===== src/rtl/x86_bus_pkg.sv =====
// Shared types and constants for the x86 memory-bus responder and its address decoder.
// Holds the FSM states, the memory regions, the unmapped read value and the default region bounds.
package x86_bus_pkg;

  typedef enum logic [1:0] {
    ST_SETUP = 2'd0,
    ST_WAIT  = 2'd1,
    ST_DONE  = 2'd2
  } state_t;

  typedef enum logic [1:0] {
    REG_RAM  = 2'd0,
    REG_ROM  = 2'd1,
    REG_NONE = 2'd2
  } region_t;

  localparam logic [7:0]  UNMAPPED_RDATA = 8'hFF;
  localparam logic [19:0] DEF_RAM_TOP    = 20'hA0000;
  localparam logic [19:0] DEF_ROM_BASE   = 20'hF0000;

endpackage


===== src/rtl/x86_bus_decode.sv =====
// Real-mode address decoder: 20-bit address -> region and wait-state count.
// Purely combinational (zero latency); it has no flow control of its own.
module x86_bus_decode
  import x86_bus_pkg::*;
#(
  parameter int unsigned RAM_WAIT = 1,
  parameter int unsigned ROM_WAIT = 3,
  parameter logic [19:0] RAM_TOP  = DEF_RAM_TOP,
  parameter logic [19:0] ROM_BASE = DEF_ROM_BASE
) (
  input  logic [19:0] addr_i,
  output region_t     region_o,
  output logic [3:0]  wait_o
);

  // The gap between RAM_TOP and ROM_BASE is the hole; it gets no wait states.
  always_comb begin
    region_o = REG_NONE;
    wait_o   = 4'd0;
    if (addr_i < RAM_TOP) begin
      region_o = REG_RAM;
      wait_o   = RAM_WAIT[3:0];
    end else if (addr_i >= ROM_BASE) begin
      region_o = REG_ROM;
      wait_o   = ROM_WAIT[3:0];
    end
  end

endmodule


===== src/rtl/x86_bus_responder.sv =====
// x86cpu bus target driving an async 8-bit SRAM/flash bus; an access takes wait+3 cycles.
// The CPU is back-pressured by holding locked low until the one-cycle DONE pulse.
module x86_bus_responder
  import x86_bus_pkg::*;
#(
  parameter int unsigned RAM_WAIT = 1,
  parameter int unsigned ROM_WAIT = 3,
  parameter logic [19:0] ROM_BASE = DEF_ROM_BASE,
  parameter logic [19:0] RAM_TOP  = DEF_RAM_TOP
) (
  input  logic        clock,
  input  logic        reset,
  input  logic [19:0] address,
  input  logic [7:0]  cpu_wdata,
  input  logic        wr,
  output logic [7:0]  cpu_rdata,
  output logic        locked,
  output logic [19:0] mem_addr,
  output logic [7:0]  mem_dq_o,
  input  logic [7:0]  mem_dq_i,
  output logic        mem_dq_oe,
  output logic        mem_ce_n,
  output logic        rom_ce_n,
  output logic        mem_oe_n,
  output logic        mem_we_n
);

  region_t     dec_region;
  logic [3:0]  dec_wait;

  state_t      state_q;
  region_t     region_q;
  logic [3:0]  cnt_q;
  logic        wr_q;
  logic        locked_q;
  logic [7:0]  cpu_rdata_q;
  logic [19:0] mem_addr_q;
  logic [7:0]  mem_dq_o_q;
  logic        mem_dq_oe_q;
  logic        mem_ce_n_q;
  logic        rom_ce_n_q;
  logic        mem_oe_n_q;
  logic        mem_we_n_q;

  logic        ram_wr_d;
  logic        rom_rd_d;

  x86_bus_decode #(
    .RAM_WAIT (RAM_WAIT),
    .ROM_WAIT (ROM_WAIT),
    .RAM_TOP  (RAM_TOP),
    .ROM_BASE (ROM_BASE)
  ) u_decode (
    .addr_i   (address),
    .region_o (dec_region),
    .wait_o   (dec_wait)
  );

  // ROM and the hole never see a write strobe; ROM is only selected for reads.
  assign ram_wr_d = wr && (dec_region == REG_RAM);
  assign rom_rd_d = !wr && (dec_region == REG_ROM);

  always_ff @(posedge clock) begin
    if (reset) begin
      state_q     <= ST_SETUP;
      region_q    <= REG_NONE;
      cnt_q       <= 4'd0;
      wr_q        <= 1'b0;
      locked_q    <= 1'b0;
      cpu_rdata_q <= 8'h00;
      mem_addr_q  <= 20'h00000;
      mem_dq_o_q  <= 8'h00;
      mem_dq_oe_q <= 1'b0;
      mem_ce_n_q  <= 1'b1;
      rom_ce_n_q  <= 1'b1;
      mem_oe_n_q  <= 1'b1;
      mem_we_n_q  <= 1'b1;
    end else begin
      case (state_q)
        ST_SETUP: begin
          mem_addr_q  <= address;
          mem_dq_o_q  <= cpu_wdata;
          wr_q        <= wr;
          region_q    <= dec_region;
          cnt_q       <= dec_wait;
          mem_ce_n_q  <= !(dec_region == REG_RAM);
          rom_ce_n_q  <= !rom_rd_d;
          mem_oe_n_q  <= wr;
          mem_we_n_q  <= !ram_wr_d;
          mem_dq_oe_q <= ram_wr_d;
          state_q     <= ST_WAIT;
        end
        ST_WAIT: begin
          if (cnt_q == 4'd0) begin
            state_q    <= ST_DONE;
            locked_q   <= 1'b1;
            mem_we_n_q <= 1'b1;
            mem_oe_n_q <= 1'b1;
            if (!wr_q) begin
              cpu_rdata_q <= (region_q == REG_NONE) ? UNMAPPED_RDATA : mem_dq_i;
            end
          end else begin
            cnt_q <= cnt_q - 4'd1;
          end
        end
        ST_DONE: begin
          // Address, data and select were held through DONE for write hold time.
          locked_q    <= 1'b0;
          mem_ce_n_q  <= 1'b1;
          rom_ce_n_q  <= 1'b1;
          mem_dq_oe_q <= 1'b0;
          state_q     <= ST_SETUP;
        end
        default: state_q <= ST_SETUP;
      endcase
    end
  end

  assign cpu_rdata = cpu_rdata_q;
  assign locked    = locked_q;
  assign mem_addr  = mem_addr_q;
  assign mem_dq_o  = mem_dq_o_q;
  assign mem_dq_oe = mem_dq_oe_q;
  assign mem_ce_n  = mem_ce_n_q;
  assign rom_ce_n  = rom_ce_n_q;
  assign mem_oe_n  = mem_oe_n_q;
  assign mem_we_n  = mem_we_n_q;

endmodule

===== config.mk =====
export PLATFORM = sky130hd
export DESIGN_NAME = x86_bus_responder
export DESIGN_NICKNAME = d
export VERILOG_FILES = /design/src/rtl/x86_bus_pkg.sv /design/src/rtl/x86_bus_decode.sv /design/src/rtl/x86_bus_responder.sv
export SDC_FILE = /design/constraint.sdc
export NUM_CORES = 1
export LEC_CHECK = 0
export CORE_ASPECT_RATIO = 0.8
export CORE_MARGIN = 1.5
export CORE_UTILIZATION = 41
export CTS_CLUSTER_DIAMETER = 30
export DETAILED_ROUTE_END_ITERATION = 10
export PLACE_DENSITY = 0.81
export SLEW_MARGIN = 20
export SYNTH_ARGS = -nofsm -noshare
export SYNTH_HDL_FRONTEND = slang
export SYNTH_SLANG_ARGS = --single-unit

===== constraint.sdc =====
create_clock -name clock -period 1.7 [get_ports clock]
set_input_delay 0.34 -clock clock [delete_from_list [all_inputs] [get_ports clock]]
set_output_delay 0.34 -clock clock [all_outputs]
set_load 0.02 [all_outputs]

==> ci_impl_report.md <==
### Metrics collected by this job

| Metric | Value |
|---|---|
| Most frequent cells after synthesis | `dfxtp_1, a22o_1, a21oi_1, nor2_1, a211oi_1` |
| Ys Warns | `0` |
| Reg-to-reg critical path startpoint | `cnt_q[0]$_SDFFE_PP0P_` |
| Hold WC Path Type | `register to register` |
| First-pass iteration count of the detailed router | `4` |
| Area fraction in compound gates | `26.08%` |
| Pwr/cell area | `1641 nW/um^2` |
| Run status | `finished clean` |
| Max-slew headroom | `58.40%` |
| Vias in the first global route | `1591` |
| Slowest-stage cell, CP | `clkdlybuf4s50_1` |
| Most common cell in the netlist | `dfxtp_1` |
| Share of cells above drive strength 1 | `9.728%` |
| Port bufs | `80` |
| Final period utilization | `95.55%` |
| Highest clock rate | `615.6 MHz` |
| Hold Vio Cnt, Final | `0` |
| GRT busiest layer | `met2` |
| Leak Pwr | `1.101 nW` |
| Post-Route WL | `4.454 mm` |
| Total GRT Usage | `19.42%` |
| DRT antenna net count | `0` |
| Gate Area | `790.8 um^2` |
| Biggest area cells | `dfxtp_1, a22o_1, a211oi_1` |
| Post-route cell area | `2870 um^2` |
| Termination of the worst setup path | `mem_addr[9]` |
| Clock skew | `0.01142 ns` |
| Crit path arrival time | `1.28 ns` |
| Yosys Instances | `173` |
| Die Y | `63.27 um` |
| Synth Area in Simple Gates | `12.97%` |
| Die area | `4957 um^2` |
| Placed Area | `2760 um^2` |
| Crit. Startpoint | `mem_addr[9]$_SDFFE_PP0P_` |
| GRT overflow | `0` |
| Max-Cap Viols | `0` |
| Metal1 wirelength | `1.953 mm` |
| Chip Width | `78.34 um` |
| Setup-failing EPs final | `0` |
| Hold Path End | `mem_dq_oe$_SDFFE_PP0P_` |
| Synth async-reset ratio | `0%` |
| Critical path required time | `1.36 ns` |
| Routability cong. | `0.7317` |
| Yosys stat area | `1862 um^2` |
| Unique cell type count in the Yosys netlist | `39` |
| Num CTS Buffers | `5` |
| Reg2reg setup slack | `0.08 ns` |
| Seq share, synth | `54.84%` |
| Antenna violations before repair | `0` |
| Syn Area/Cell | `10.76 um^2` |
| FP Core Util | `43.47%` |
| Reg2Reg Depth | `6` |
| Top Metal Used | `met4` |
| Fill cells | `348` |
| CP Launch Type | `register` |
| Worst-Margin Slew | `0.6219 ns` |
| Ant diodes | `0` |
| Hold_sp | `mem_dq_oe$_SDFFE_PP0P_` |
| Clock slew at reported path FFs | `0.09 ns` |
| Synth flops | `51` |
| Top FF cell, synth | `dfxtp_1` |
| Xor/xnor share | `0%` |
| Layout net count | `297` |
| Cells on Worst Hold Path | `2` |
| Max-area cell share | `54.84%` |
| Largest stage delay, worst path | `0.62 ns` |
| First-pass GRT wire length | `7.424 mm` |
| Most used logic cell in the final layout | `clkdlybuf4s50_1` |
| Adder Share, Synth | `1.344%` |
| Crit path max fanout | `2` |
| Top non-seq family | `AND-OR/OR-AND gates` |
| Root Driver | `clkbuf_8` |
| TNS Setup | `0 ns` |
| Slew Limit Fails | `0` |
| P&R area growth vs syn | `54.17%` |
| Crit-path leading delay family | `buffers and inverters` |
| Synth mux share | `1.142%` |
| Avg Vias per Cell | `5.156` |
[metrics by stage]
stage	instances	setup slack, ns
final	314	0.07569
after global placement	305	-0.3721
after global routing	314	0.0007003
after detailed placement	305	-0.3760
after floorplan	173	0.2455
after CTS	313	0.02550
[repair_timing]
action                     in CTS  in global routing
cloned                          0                  0
setup endpoints to repair       4                  8
buffers inserted                0                  1
pin swaps                       1                  1
hold buffers                    0                  0
resized                         1                  1
[cell type report]
type	instances	share of cell area, %
tap	57	2.485
inverter	3	0.3923
timing repair buffer	88	30.86
clock buffer	6	2.528
clock inverter	2	0.6103
multi-input combinational	107	27.55
sequential	51	35.57
[report_power, final]
part	switching (mW)	leakage, nW	internal, mW
clock	0.396	0.0454	0.296
sequential	0.215	0.421	1.54
combinational	1.13	0.635	1.13
total	1.74	1.10	2.97
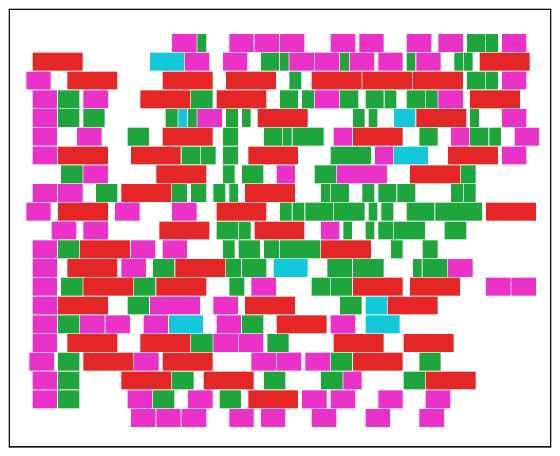
(images/cell_classes.png)
Green marks all other logic, cells 110, share of their area 29%. Cyan marks clock drivers and dummy loads, cells 8, share of their area 3.2%. Red marks flip-flops, cells 51, share of their area 36%. Magenta marks other buffers and delay cells, cells 88, share of their area 32%.
final core utilization: 67.02%
Rows: 21
sequential share of cell area: 35.57%

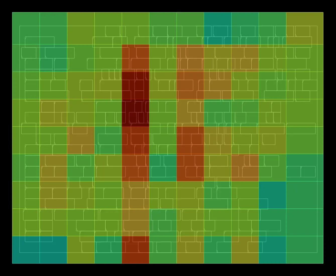
(images/final_congestion.png)
global routing usage on met1: 23.92%
M3 GR Usage: 10.72%
Routed wire per std cell: 14.18 um
met2 usage in global routing: 28.26%

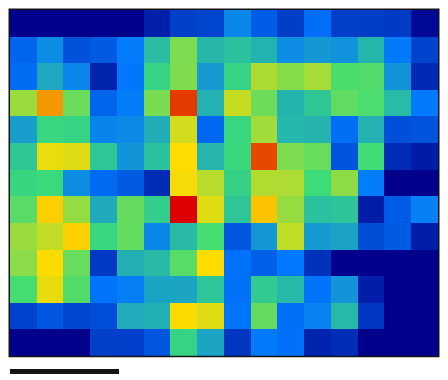
(images/wire_density.png)
Bar = 20 um. The die is cut into 16 by 13 equal tiles; dark blue is low, red is high, scaled to the fullest tile. Values are wire area over tile area, all layers added.
The densest ninth of the die: centre. 11% of the tiles are nearly empty. 26% of the tiles are over half the peak. The fullest tile reaches 0.42. The emptiest ninth of the die: lower right.

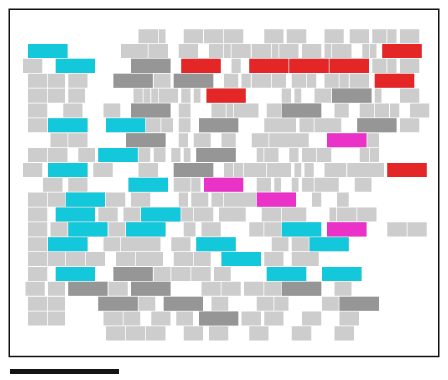
(images/registers.png)
Bar = 20 um. Other sequential cells in the stronger grey, the rest of the logic in the fainter grey.
Red marks cpu_rdata, flops 8. Cyan marks mem_addr, flops 20. Magenta marks cnt_q, flops 4.
Another 19 sequential cells are not coloured.
sequential power: 1.76 mW
FF/Latch Area: 1021 um^2

Power is estimated from default activity; no workload was simulated.
